Fig. 1: routed metal, one colour a layer
The bar under the picture is 50 µm long. Two of the layers only.
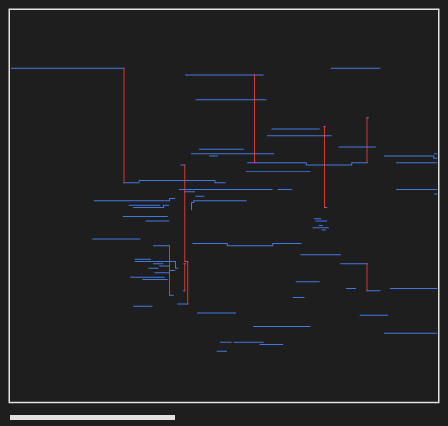
Fig. 2: logic cells by family
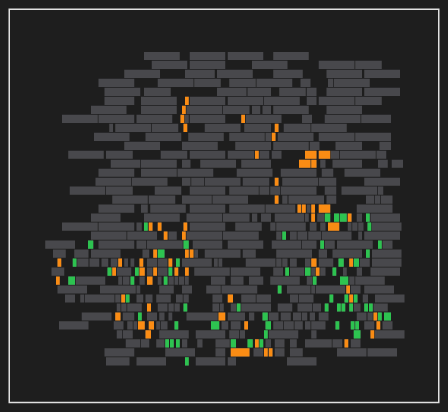
<file path="config.mk">
export PLATFORM = sky130hd
export DESIGN_NAME = rename_freelist_ctrl
export DESIGN_NICKNAME = d
export VERILOG_FILES = /design/src/rtl/rename_freelist_ctrl.sv
export SDC_FILE = /design/constraint.sdc
export NUM_CORES = 1
export LEC_CHECK = 0
export CAP_MARGIN = 20
export CORE_ASPECT_RATIO = 0.9
export CORE_MARGIN = 10
export CORE_UTILIZATION = 54
export CTS_CLUSTER_DIAMETER = 80
export CTS_CLUSTER_SIZE = 10
export DETAILED_ROUTE_END_ITERATION = 10
export DONT_BUFFER_PORTS = 1
export GPL_TIMING_DRIVEN = 0
export MAX_ROUTING_LAYER = met4
export PLACE_DENSITY = 0.69
export SLEW_MARGIN = 0
export SYNTH_ARGS = -nofsm -noshare
export SYNTH_HDL_FRONTEND = slang
export SYNTH_SLANG_ARGS = --single-unit
</file>
<file path="constraint.sdc">
create_clock -name clk -period 3.1 [get_ports clk]
set_clock_uncertainty 0.1 [all_clocks]
set_input_delay 0.775 -clock clk [delete_from_list [all_inputs] [get_ports clk]]
set_output_delay 0.775 -clock clk [all_outputs]
set_load 0.005 [all_outputs]
</file>
<file path="src/rtl/rename_freelist_ctrl.sv">
// ---------------------------------------------------------------------------
// rename_freelist_ctrl
//
// Physical-register free list for the rename stage. After reset the list is
// filled with tags NUM_ARCH..NUM_PHYS-1 over DEPTH cycles (INIT), then the
// block grants at most one tag per cycle, takes one tag back per cycle from
// commit, and can roll the allocation point back to a single checkpoint.
//
// Ports:
//   clk           clock, all state changes on the rising edge
//   reset         asynchronous, active-low reset
//   alloc_req     rename stage asks for one tag this cycle
//   alloc_gnt     combinational grant; the tag is consumed on a granted edge
//   alloc_preg    tag at the head of the list (valid while alloc_gnt=1)
//   free_valid    commit returns one tag
//   free_preg     tag being returned
//   ckpt_save     snapshot the allocation point
//   ckpt_restore  roll allocation back to the snapshot (wins over save)
//   ready         initialisation finished
//   free_count    number of tags currently in the list
//   empty         free_count == 0
//   ovf_err       sticky: a tag was returned while the list was full
//
// Optional feature: define FREELIST_BYPASS_EN to let a tag returned while the
// list is empty be granted in the same cycle without touching the list.
// ---------------------------------------------------------------------------
module rename_freelist_ctrl #(
    parameter int NUM_PHYS = 32,
    parameter int NUM_ARCH = 14,
    parameter int PREG_W   = 5
) (
    input  logic              clk,
    input  logic              reset,
    input  logic              alloc_req,
    output logic              alloc_gnt,
    output logic [PREG_W-1:0] alloc_preg,
    input  logic              free_valid,
    input  logic [PREG_W-1:0] free_preg,
    input  logic              ckpt_save,
    input  logic              ckpt_restore,
    output logic              ready,
    output logic [PREG_W:0]   free_count,
    output logic              empty,
    output logic              ovf_err
);

    localparam int DEPTH = NUM_PHYS - NUM_ARCH;
    localparam int PTR_W = (DEPTH > 1) ? $clog2(DEPTH) : 1;
    localparam int CNT_W = PREG_W + 1;
    localparam logic [CNT_W-1:0] DEPTH_CNT = CNT_W'(DEPTH);
    localparam logic [PTR_W-1:0] LAST_PTR  = PTR_W'(DEPTH - 1);

    typedef enum logic {
        ST_INIT,
        ST_READY
    } state_e;

    // DEPTH is not a power of two, so pointers wrap explicitly.
    function automatic logic [PTR_W-1:0] ptr_inc(input logic [PTR_W-1:0] p);
        return (p == LAST_PTR) ? '0 : p + PTR_W'(1);
    endfunction

    state_e            state_q, state_d;
    logic [PTR_W-1:0]  head_q, head_d;
    logic [PTR_W-1:0]  tail_q, tail_d;
    logic [PTR_W-1:0]  fill_idx_q, fill_idx_d;
    logic [PTR_W-1:0]  ckpt_head_q, ckpt_head_d;
    logic [CNT_W-1:0]  free_count_q, free_count_d;
    logic [CNT_W-1:0]  alloc_since_ckpt_q, alloc_since_ckpt_d;
    logic              ovf_err_q, ovf_err_d;

    logic [PREG_W-1:0] list_q [DEPTH];

    logic              bypass_avail;
    logic              bypass_take;
    logic              pop;
    logic              push;
    logic              wr_en;
    logic [PTR_W-1:0]  wr_addr;
    logic [PREG_W-1:0] wr_data;

    assign ready      = (state_q == ST_READY);
    assign free_count = free_count_q;
    assign empty      = (free_count_q == '0);
    assign ovf_err    = ovf_err_q;

`ifdef FREELIST_BYPASS_EN
    // A tag returned into an empty list can go straight to the rename stage.
    assign bypass_avail = ready & free_valid & (free_count_q == '0);
`else
    assign bypass_avail = 1'b0;
`endif

    assign alloc_gnt   = ready & alloc_req & ~ckpt_restore
                       & ((free_count_q != '0) | bypass_avail);
    assign bypass_take = alloc_gnt & bypass_avail;
    assign pop         = alloc_gnt & ~bypass_take;
    // A full list drops the returned tag (and flags it); a bypassed tag never
    // enters the list.
    assign push        = ready & free_valid & (free_count_q != DEPTH_CNT) & ~bypass_take;

    always_comb begin
        alloc_preg = bypass_avail ? free_preg : list_q[head_q];
    end

    always_comb begin
        // NOTE: every combinational output gets a default first so no path
        // through the branches below leaves a variable unassigned (no latch).
        state_d            = state_q;
        head_d             = head_q;
        tail_d             = tail_q;
        fill_idx_d         = fill_idx_q;
        ckpt_head_d        = ckpt_head_q;
        free_count_d       = free_count_q;
        alloc_since_ckpt_d = alloc_since_ckpt_q;
        ovf_err_d          = ovf_err_q;
        wr_en              = 1'b0;
        wr_addr            = tail_q;
        wr_data            = free_preg;

        case (state_q)
            ST_INIT: begin
                // Fill one slot per cycle with the unmapped tags; tail tracks
                // the fill index and wraps back to 0 on the last write.
                wr_en        = 1'b1;
                wr_addr      = fill_idx_q;
                wr_data      = PREG_W'(NUM_ARCH) + PREG_W'(fill_idx_q);
                fill_idx_d   = ptr_inc(fill_idx_q);
                tail_d       = ptr_inc(tail_q);
                free_count_d = free_count_q + CNT_W'(1);
                if (fill_idx_q == LAST_PTR) begin
                    state_d = ST_READY;
                end
            end

            ST_READY: begin
                if (push) begin
                    wr_en  = 1'b1;
                    tail_d = ptr_inc(tail_q);
                end
                if (ready & free_valid & (free_count_q == DEPTH_CNT)) begin
                    ovf_err_d = 1'b1;
                end
                if (pop) begin
                    head_d = ptr_inc(head_q);
                end
                free_count_d = free_count_q + CNT_W'(push) - CNT_W'(pop);

                if (ckpt_restore) begin
                    // No grant happens on a restore cycle; frees still land.
                    head_d             = ckpt_head_q;
                    free_count_d       = free_count_q + CNT_W'(push) + alloc_since_ckpt_q;
                    alloc_since_ckpt_d = '0;
                end else if (ckpt_save) begin
                    // The checkpoint sits after this cycle's grant, if any.
                    ckpt_head_d        = head_d;
                    alloc_since_ckpt_d = '0;
                end else if (alloc_gnt) begin
                    alloc_since_ckpt_d = alloc_since_ckpt_q + CNT_W'(1);
                end
            end

            default: state_d = ST_INIT;
        endcase
    end

    // NOTE: sequential state uses non-blocking assignments so every flop
    // samples its _d value from before the edge.
    always_ff @(posedge clk or negedge reset) begin
        if (!reset) begin
            state_q            <= ST_INIT;
            head_q             <= '0;
            tail_q             <= '0;
            fill_idx_q         <= '0;
            ckpt_head_q        <= '0;
            free_count_q       <= '0;
            alloc_since_ckpt_q <= '0;
            ovf_err_q          <= 1'b0;
        end else begin
            state_q            <= state_d;
            head_q             <= head_d;
            tail_q             <= tail_d;
            fill_idx_q         <= fill_idx_d;
            ckpt_head_q        <= ckpt_head_d;
            free_count_q       <= free_count_d;
            alloc_since_ckpt_q <= alloc_since_ckpt_d;
            ovf_err_q          <= ovf_err_d;
        end
    end

    // NOTE: the list storage has no reset; INIT rewrites every slot before
    // any entry can be read as valid, so plain RAM is enough.
    always_ff @(posedge clk) begin
        if (wr_en) begin
            list_q[wr_addr] <= wr_data;
        end
    end

endmodule

</file>
==> flow_results.xml <==
<?xml version="1.0" encoding="UTF-8"?>
<metrics>
  <group name="status">
    <metric name="run_status" unit="">finished clean</metric>
  </group>
  <group name="route">
    <metric name="wirelength_met1" unit="µm">5910</metric>
  </group>
  <group name="yosys">
    <metric name="ys_warn_count" unit="">0</metric>
    <metric name="ys_top_cells_by_area" unit="">edfxtp_1 (46%), dfrtp_1 (15%), mux4_2 (7.7%), ha_1 (4.1%), nor2_1 (3.0%)</metric>
    <metric name="netlist_area_before_placement" unit="µm²">5840</metric>
    <metric name="synth_cell_type_count" unit="">53</metric>
    <metric name="cell_count_in_the_yosys_report" unit="">437</metric>
    <metric name="top_cell" unit="">edfxtp_1</metric>
  </group>
  <group name="global_route">
    <metric name="met2_usage" unit="%">25.9</metric>
  </group>
  <group name="finish">
    <metric name="seqAreaFraction" unit="%">52.4</metric>
    <metric name="clock_buffers" unit="">20</metric>
    <metric name="layout.cells.largest_class" unit="">sequential cells</metric>
    <metric name="final-nonclk-buf-share" unit="%">3.49</metric>
  </group>
  <group name="pwr">
    <metric name="power.switching_fraction" unit="%">29.3</metric>
  </group>
  <group name="floorplan">
    <metric name="dieArea" unit="µm²">15400</metric>
  </group>
  <group name="critical_path">
    <metric name="critPathLaunch" unit="">head_q[0]</metric>
    <metric name="path_buffers" unit="">2</metric>
  </group>
  <group name="job">
    <metric name="openroad.warnings" unit="">33</metric>
  </group>
  <group name="final_timing">
    <metric name="timing.hold.ws" unit="ps">91.3</metric>
  </group>
  <group name="clock_tree">
    <metric name="ctsResizeCount" unit="">1</metric>
    <metric name="clock_tree.htree_level_count" unit="">4</metric>
  </group>
</metrics>
Notes on Fig. 1 above:
metal 4 -> red  # wire length 173 µm
metal 3 -> blue  # wire length 686 µm
average wire per standard cell: 21.1 µm
total routed wirelength: 12,800 µm
all-layer global routing usage: 17.8%
total via count in the routed design: 3,683

Notes on Fig. 2 above:
NAND gates -> green  # cells 60
NOR gates -> orange  # cells 62
Layout Cells excl Fill: 607
share of the final layout cell area in multi-input gates: 31.6%

Power and IR drop assume default switching activity.
